<file path="src/rtl/cattrap_pkg.sv">
// cattrap_pkg
//   Shared definitions for the CatTrap move-capture path.
//   IDX_W       default width of a binary row/col index
//   ERR_*       encodings reported on err_code for the last commit attempt
//   state_e     capture FSM state encoding
package cattrap_pkg;

  localparam int IDX_W = 3;

  localparam logic [1:0] ERR_OK       = 2'b00;
  localparam logic [1:0] ERR_UNSTABLE = 2'b01;
  localparam logic [1:0] ERR_INVALID  = 2'b10;
  localparam logic [1:0] ERR_BUSY     = 2'b11;

  typedef enum logic {
    ST_IDLE    = 1'b0,
    ST_PENDING = 1'b1
  } state_e;

endpackage

</file>
<file path="src/rtl/cattrap_onehot_decode.sv">
// cattrap_onehot_decode
//   Converts an 8-bit switch vector into a binary index plus a valid flag.
//   Zero-hot vectors and indices >= LIMIT are always invalid.
//   Build option CATTRAP_PRIORITY_DECODE_EN: multi-hot vectors resolve to the
//   lowest set bit. Without it, any multi-hot vector is invalid.
// Ports
//   vec_in  in   8      switch vector (bit i selects index i)
//   valid   out  1      vector decodes to a usable index
//   idx     out  IDX_W  lowest set bit position (0 when vec_in is zero)
import cattrap_pkg::*;

module cattrap_onehot_decode #(
  parameter int LIMIT = 8,
  parameter int IDX_W = cattrap_pkg::IDX_W
) (
  input  logic [7:0]       vec_in,
  output logic             valid,
  output logic [IDX_W-1:0] idx
);

  logic             found;
  logic             multi;
  logic             shape_ok;
  logic [IDX_W-1:0] idx_lo;

  always_comb begin
    found  = 1'b0;
    idx_lo = '0;
    for (int i = 0; i < 8; i++) begin
      if (vec_in[i] && !found) begin
        found  = 1'b1;
        idx_lo = IDX_W'(i);
      end
    end
  end

  // Clearing the lowest set bit leaves something behind only for multi-hot.
  assign multi = (vec_in & (vec_in - 8'd1)) != 8'd0;

`ifdef CATTRAP_PRIORITY_DECODE_EN
  assign shape_ok = found;
`else
  assign shape_ok = found && !multi;
`endif

  assign valid = shape_ok && (int'(idx_lo) < LIMIT);
  assign idx   = idx_lo;

endmodule

</file>
<file path="src/rtl/cattrap_move_capture.sv">
// cattrap_move_capture
//   Turns one-hot row/col switches and debounced commit/cancel pulses into a
//   validated binary move held behind a valid/ready handshake.
//   Build option CATTRAP_PRIORITY_DECODE_EN selects lowest-bit decoding of
//   multi-hot vectors (see cattrap_onehot_decode).
// Ports
//   clk           in   1      system clock
//   Reset         in   1      synchronous active-high reset
//   row_sw        in   8      one-hot row selection
//   col_sw        in   8      one-hot col selection
//   commit_pulse  in   1      single-cycle commit request
//   cancel_pulse  in   1      single-cycle cancel of a pending move
//   move_valid    out  1      pending move presented to the game core
//   move_ready    in   1      game core accepts the move
//   move_row      out  IDX_W  binary row of the pending move
//   move_col      out  IDX_W  binary col of the pending move
//   sel_ok        out  1      switches stable and decodable
//   err_code      out  2      result of the last commit evaluation
//
// state      | meaning
// ST_IDLE    | no move held; commit is evaluated against sel_ok
// ST_PENDING | move held on move_row/move_col until accepted or cancelled
import cattrap_pkg::*;

module cattrap_move_capture #(
  parameter int BOARD_ROWS    = 8,
  parameter int BOARD_COLS    = 8,
  parameter int STABLE_CYCLES = 1000,
  parameter int IDX_W         = cattrap_pkg::IDX_W
) (
  input  logic             clk,
  input  logic             Reset,
  input  logic [7:0]       row_sw,
  input  logic [7:0]       col_sw,
  input  logic             commit_pulse,
  input  logic             cancel_pulse,
  output logic             move_valid,
  input  logic             move_ready,
  output logic [IDX_W-1:0] move_row,
  output logic [IDX_W-1:0] move_col,
  output logic             sel_ok,
  output logic [1:0]       err_code
);

  localparam int CNT_W = $clog2(STABLE_CYCLES + 1);

  logic [7:0]       row_snap_q, row_snap_d;
  logic [7:0]       col_snap_q, col_snap_d;
  logic [CNT_W-1:0] stab_cnt_q, stab_cnt_d;
  logic             stable_q, stable_d;
  logic             sel_ok_q, sel_ok_d;
  logic [IDX_W-1:0] sel_row_q, sel_row_d;
  logic [IDX_W-1:0] sel_col_q, sel_col_d;
  state_e           state_q, state_d;
  logic             move_valid_q, move_valid_d;
  logic [IDX_W-1:0] move_row_q, move_row_d;
  logic [IDX_W-1:0] move_col_q, move_col_d;
  logic [1:0]       err_q, err_d;

  logic             stable_now;
  logic             row_ok, col_ok;
  logic [IDX_W-1:0] row_idx, col_idx;

  // Decode the snapshot, not the live pins, so validity lines up with the
  // counter that judged the same values stable.
  cattrap_onehot_decode #(.LIMIT(BOARD_ROWS), .IDX_W(IDX_W)) u_row_dec (
    .vec_in (row_snap_q),
    .valid  (row_ok),
    .idx    (row_idx)
  );

  cattrap_onehot_decode #(.LIMIT(BOARD_COLS), .IDX_W(IDX_W)) u_col_dec (
    .vec_in (col_snap_q),
    .valid  (col_ok),
    .idx    (col_idx)
  );

  assign stable_now = (stab_cnt_q == CNT_W'(STABLE_CYCLES));

  always_comb begin
    row_snap_d   = row_sw;
    col_snap_d   = col_sw;
    stab_cnt_d   = stab_cnt_q;
    stable_d     = stable_now;
    sel_ok_d     = stable_now && row_ok && col_ok;
    sel_row_d    = row_idx;
    sel_col_d    = col_idx;
    state_d      = state_q;
    move_valid_d = move_valid_q;
    move_row_d   = move_row_q;
    move_col_d   = move_col_q;
    err_d        = err_q;

    if ((row_sw != row_snap_q) || (col_sw != col_snap_q)) begin
      stab_cnt_d = '0;
    end else if (!stable_now) begin
      stab_cnt_d = stab_cnt_q + 1'b1;
    end

    // Commit evaluation uses the registered stable/sel_ok pair so the error
    // classification matches the sel_ok hint the user sees.
    case (state_q)
      ST_IDLE: begin
        if (commit_pulse) begin
          if (sel_ok_q) begin
            move_row_d   = sel_row_q;
            move_col_d   = sel_col_q;
            move_valid_d = 1'b1;
            err_d        = ERR_OK;
            state_d      = ST_PENDING;
          end else if (!stable_q) begin
            err_d = ERR_UNSTABLE;
          end else begin
            err_d = ERR_INVALID;
          end
        end
      end
      ST_PENDING: begin
        if (commit_pulse) begin
          err_d = ERR_BUSY;
        end
        // Handshake has priority over cancel; both simply release the slot.
        if ((move_valid_q && move_ready) || cancel_pulse) begin
          move_valid_d = 1'b0;
          state_d      = ST_IDLE;
        end
      end
      default: begin
        state_d      = ST_IDLE;
        move_valid_d = 1'b0;
      end
    endcase
  end

  always_ff @(posedge clk) begin
    if (Reset) begin
      row_snap_q   <= '0;
      col_snap_q   <= '0;
      stab_cnt_q   <= '0;
      stable_q     <= 1'b0;
      sel_ok_q     <= 1'b0;
      sel_row_q    <= '0;
      sel_col_q    <= '0;
      state_q      <= ST_IDLE;
      move_valid_q <= 1'b0;
      move_row_q   <= '0;
      move_col_q   <= '0;
      err_q        <= ERR_OK;
    end else begin
      row_snap_q   <= row_snap_d;
      col_snap_q   <= col_snap_d;
      stab_cnt_q   <= stab_cnt_d;
      stable_q     <= stable_d;
      sel_ok_q     <= sel_ok_d;
      sel_row_q    <= sel_row_d;
      sel_col_q    <= sel_col_d;
      state_q      <= state_d;
      move_valid_q <= move_valid_d;
      move_row_q   <= move_row_d;
      move_col_q   <= move_col_d;
      err_q        <= err_d;
    end
  end

  assign move_valid = move_valid_q;
  assign move_row   = move_row_q;
  assign move_col   = move_col_q;
  assign sel_ok     = sel_ok_q;
  assign err_code   = err_q;

endmodule

</file>
<file path="config.mk">
export PLATFORM = sky130hd
export DESIGN_NAME = cattrap_move_capture
export DESIGN_NICKNAME = d
export VERILOG_FILES = /design/src/rtl/cattrap_pkg.sv /design/src/rtl/cattrap_onehot_decode.sv /design/src/rtl/cattrap_move_capture.sv
export SDC_FILE = /design/constraint.sdc
export NUM_CORES = 1
export LEC_CHECK = 0
export ABC_CLOCK_PERIOD_IN_PS = 1500
export CAP_MARGIN = 5
export CORE_UTILIZATION = 48
export CTS_CLUSTER_SIZE = 28
export DETAILED_ROUTE_END_ITERATION = 10
export PLACE_DENSITY = 0.8
export SYNTH_ARGS = -nofsm -noshare
export SYNTH_HDL_FRONTEND = slang
export SYNTH_HIERARCHICAL = 1
export SYNTH_SLANG_ARGS = --single-unit
</file>
<file path="constraint.sdc">
create_clock -name clk -period 1.5 [get_ports clk]
set_input_delay 0.3 -clock clk [delete_from_list [all_inputs] [get_ports clk]]
set_output_delay 0.3 -clock clk [all_outputs]
set_load 0.005 [all_outputs]
</file>
==> summary.txt <==
flow finished, numbers: # Cells Yosys 209, vias in the first global route 1554, # Post-CTS Setup Buffers 4, tool warnings 29, die area 0.00454 mm², met3 Usage GRT 5.91%, PD cells 874 mW/mm², Min Clock Period, post-route 1520 ps, Reg2Reg Setup Slack -20 ps, status complete, but fails checks, final instance area 0.00291 mm², clk sink count 44, Die W 67.3 µm, Layout Nets 292, Detailed Route WL 4820 µm, Startpoint Class register, HP Class in2reg, Hold Path Depth 2, endpoints failing hold 0, Init Core Util 50.5%, post-layout power 2540 µW, Achievable Freq 659 MHz, Synth Flop Type dfxtp_1, Setup WS pre-CTS -332 ps, CP max stage cell or4b_1, largest net degree at the start of global routing 26, Antenna Violating Nets Remaining 0, met2 usage 36.0%, final core utilization 71.7%, layout cells sized above 1 30.0%, worst-path fanout max 6, CP startpoint row_snap_q[7]$_SDFF_PP0_, port bufs 30, DR WL met2 2420 µm, Arrival @ worst endpoint 1770 ps, Num CTS Buffers 5, worst hold slack 278 ps, floorplan row count 23, top cells, area dfxtp_1, xor2_1, nor2b_1, setup ws final -17.1 ps, Critical Path End Type register, Area leader share 43.0%, R2R depth 5, placed cell area 0.00255 mm², biggest regs stab_cnt_q: 10 flops, col_snap_q: 8 flops, row_snap_q: 8 flops, Iteration-0 DRC Markers 76, synthesized instance count 209, Slew @ Worst Pin 350 ps, most numerous cell in the Yosys netlist dfxtp_1, hold path startpoint col_sw[0], max-slew violations 0, FF-to-FF End sel_ok$_SDFF_PP0_, Synth cell types 35, setup TNS -22.2 ps, DR WL met3 257 µm, Mean Syn Cell Area 9.81 µm², Synthesized Nets 232, post-synth top area cell dfxtp_1, most common cell after layout, fill and taps aside dfxtp_1, routed length per instance 15.1 µm, VDD IR max 566 µV, top post-synthesis cells by count dfxtp_1, nor2b_1, nor3_1, cycle use final 101%, most instantiated logic cells after routing dfxtp_1, buf_4, nor2b_1, clkdlybuf4s50_1, Clock Skew 5.54 ps, Worst Path Required 1750 ps, violations in the final reports negative setup slack, Overflow after GRT 0, RD Place Congestion 0.735, post_cts resized 5, Slew headroom 76.4%, Tot GR Track Use 22.1%, flip-flops with a built-in enable 0, max FFs per register 10, Setup CP Type reg2reg, WHS Endpoint col_snap_q[0]$_SDFF_PP0_, most used routing layer met2, largest delay contributor family on the critical path simple AND/OR/NAND/NOR gates, crit path cell chain or4b_1, a41oi_1, a21oi_1, nor2_1, and3_1, Synth flops 44, Root Driver clkbuf_8, routed via count 1746, critical path depth 5, Pre-Repair DR Iteration Count 4, first-pass GRT wire length 7220 µm, initial antenna violation count 0, worst path buffer plus inverter count 0, CTS tree done, post-synthesis to final-layout area growth 41.9%, Ant. Diodes 0, Cell Area, Synth 0.00205 mm², maxcap violations 0, max layer used met4, reg-to-reg startpoint row_snap_q[7]$_SDFF_PP0_, post-synthesis sequential area ratio 43.0%, Clk pin slew, worst setup/hold paths 80 ps, die height 67.3 µm, Synth async-reset ratio 0%, I/O Pins 31, Max clock buf depth 2, YS warnings 6, drt drc 0, RSZ-0062 raised after global routing yes, hpwl dp 2860 µm, post-DR vias/cell 5.46, Finish-stage setup viols 3, DRT met1 WL 2010 µm, Top reg by flops stab_cnt_q, YS chip area 0.00205 mm², dpl cells 304, global-route met1 utilization 27.2%, Post-Layout Cell Count 320, crit path capture sel_ok$_SDFF_PP0_, Leakage Power 0.00122 µW, worst skew pair latency 310 ps, H-tree Lvls 2, Crit path largest cell delay 550 ps, Core ar. 0.00406 mm², # hold bufs at CTS 0
## power by group
group          leakage [µW]  internal (µW)  switching, µW
sequential         0.000365           1210           34.1
combinational      0.000794            205            189
clock             0.0000552            494            411
## logic make-up after synthesis
family | after synthesis | synth area share (%)
buffers and inverters | 12 | 2.26
XOR/XNOR | 24 | 10.3
AND/OR/NAND/NOR | 102 | 33.8
adder cells (fa/ha/maj) | 2 | 1.22
AND-OR/OR-AND | 18 | 6.04
flip-flops | 44 | 43.0
multiplexers | 7 | 3.42
## cell type report
type / instances / area [µm²]
multi-input combinational: 154 / 1280
fill: 306 / 1150
sequential: 44 / 900
timing repair buffer: 58 / 532
clock buffer: 6 / 72.6
tap: 50 / 62.6
clock inverter: 2 / 35.0
inverter: 6 / 22.5
==> images/port_trees.png <==
Drawn at 4 px/µm.
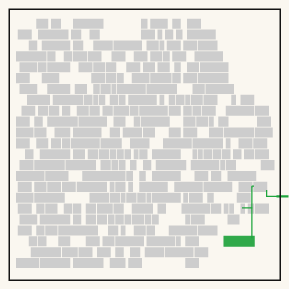
move_valid: in green, bits 1, direction output, edge east, end cells 1, buffers 1, wire 19.9 µm.

==> images/pinout.png <==
Drawn at 8 px/µm. Pins as bars across the die edge, other pins in grey.
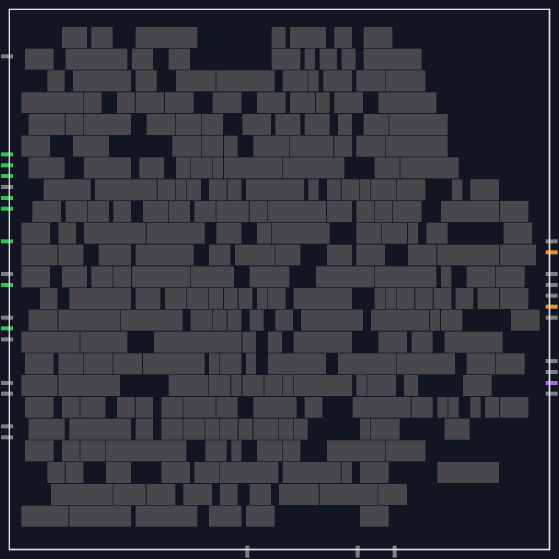
move_valid: in purple, pins 1, direction output, edge east. col_sw: in green, pins 8, direction input, edge west. err_code: in orange, pins 2, direction output, edge east.
All pins by edge: 17 west, 11 east, 3 south.

==> images/m2.png <==
Drawn at 8 px/µm.
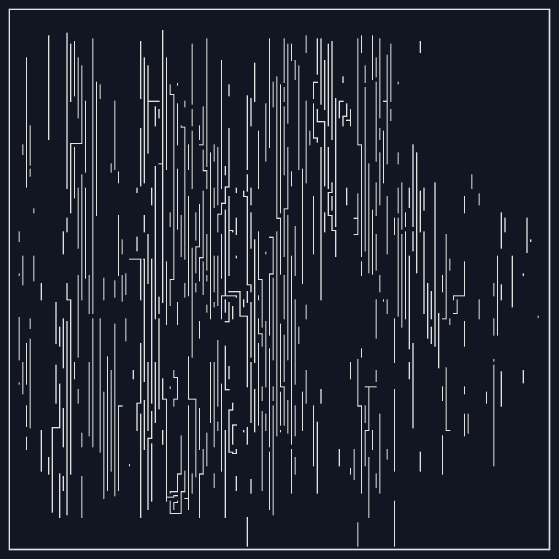
The longest straight run is 34.3 µm. The wires run mostly vertical.

Power is estimated from default activity; no workload was simulated.
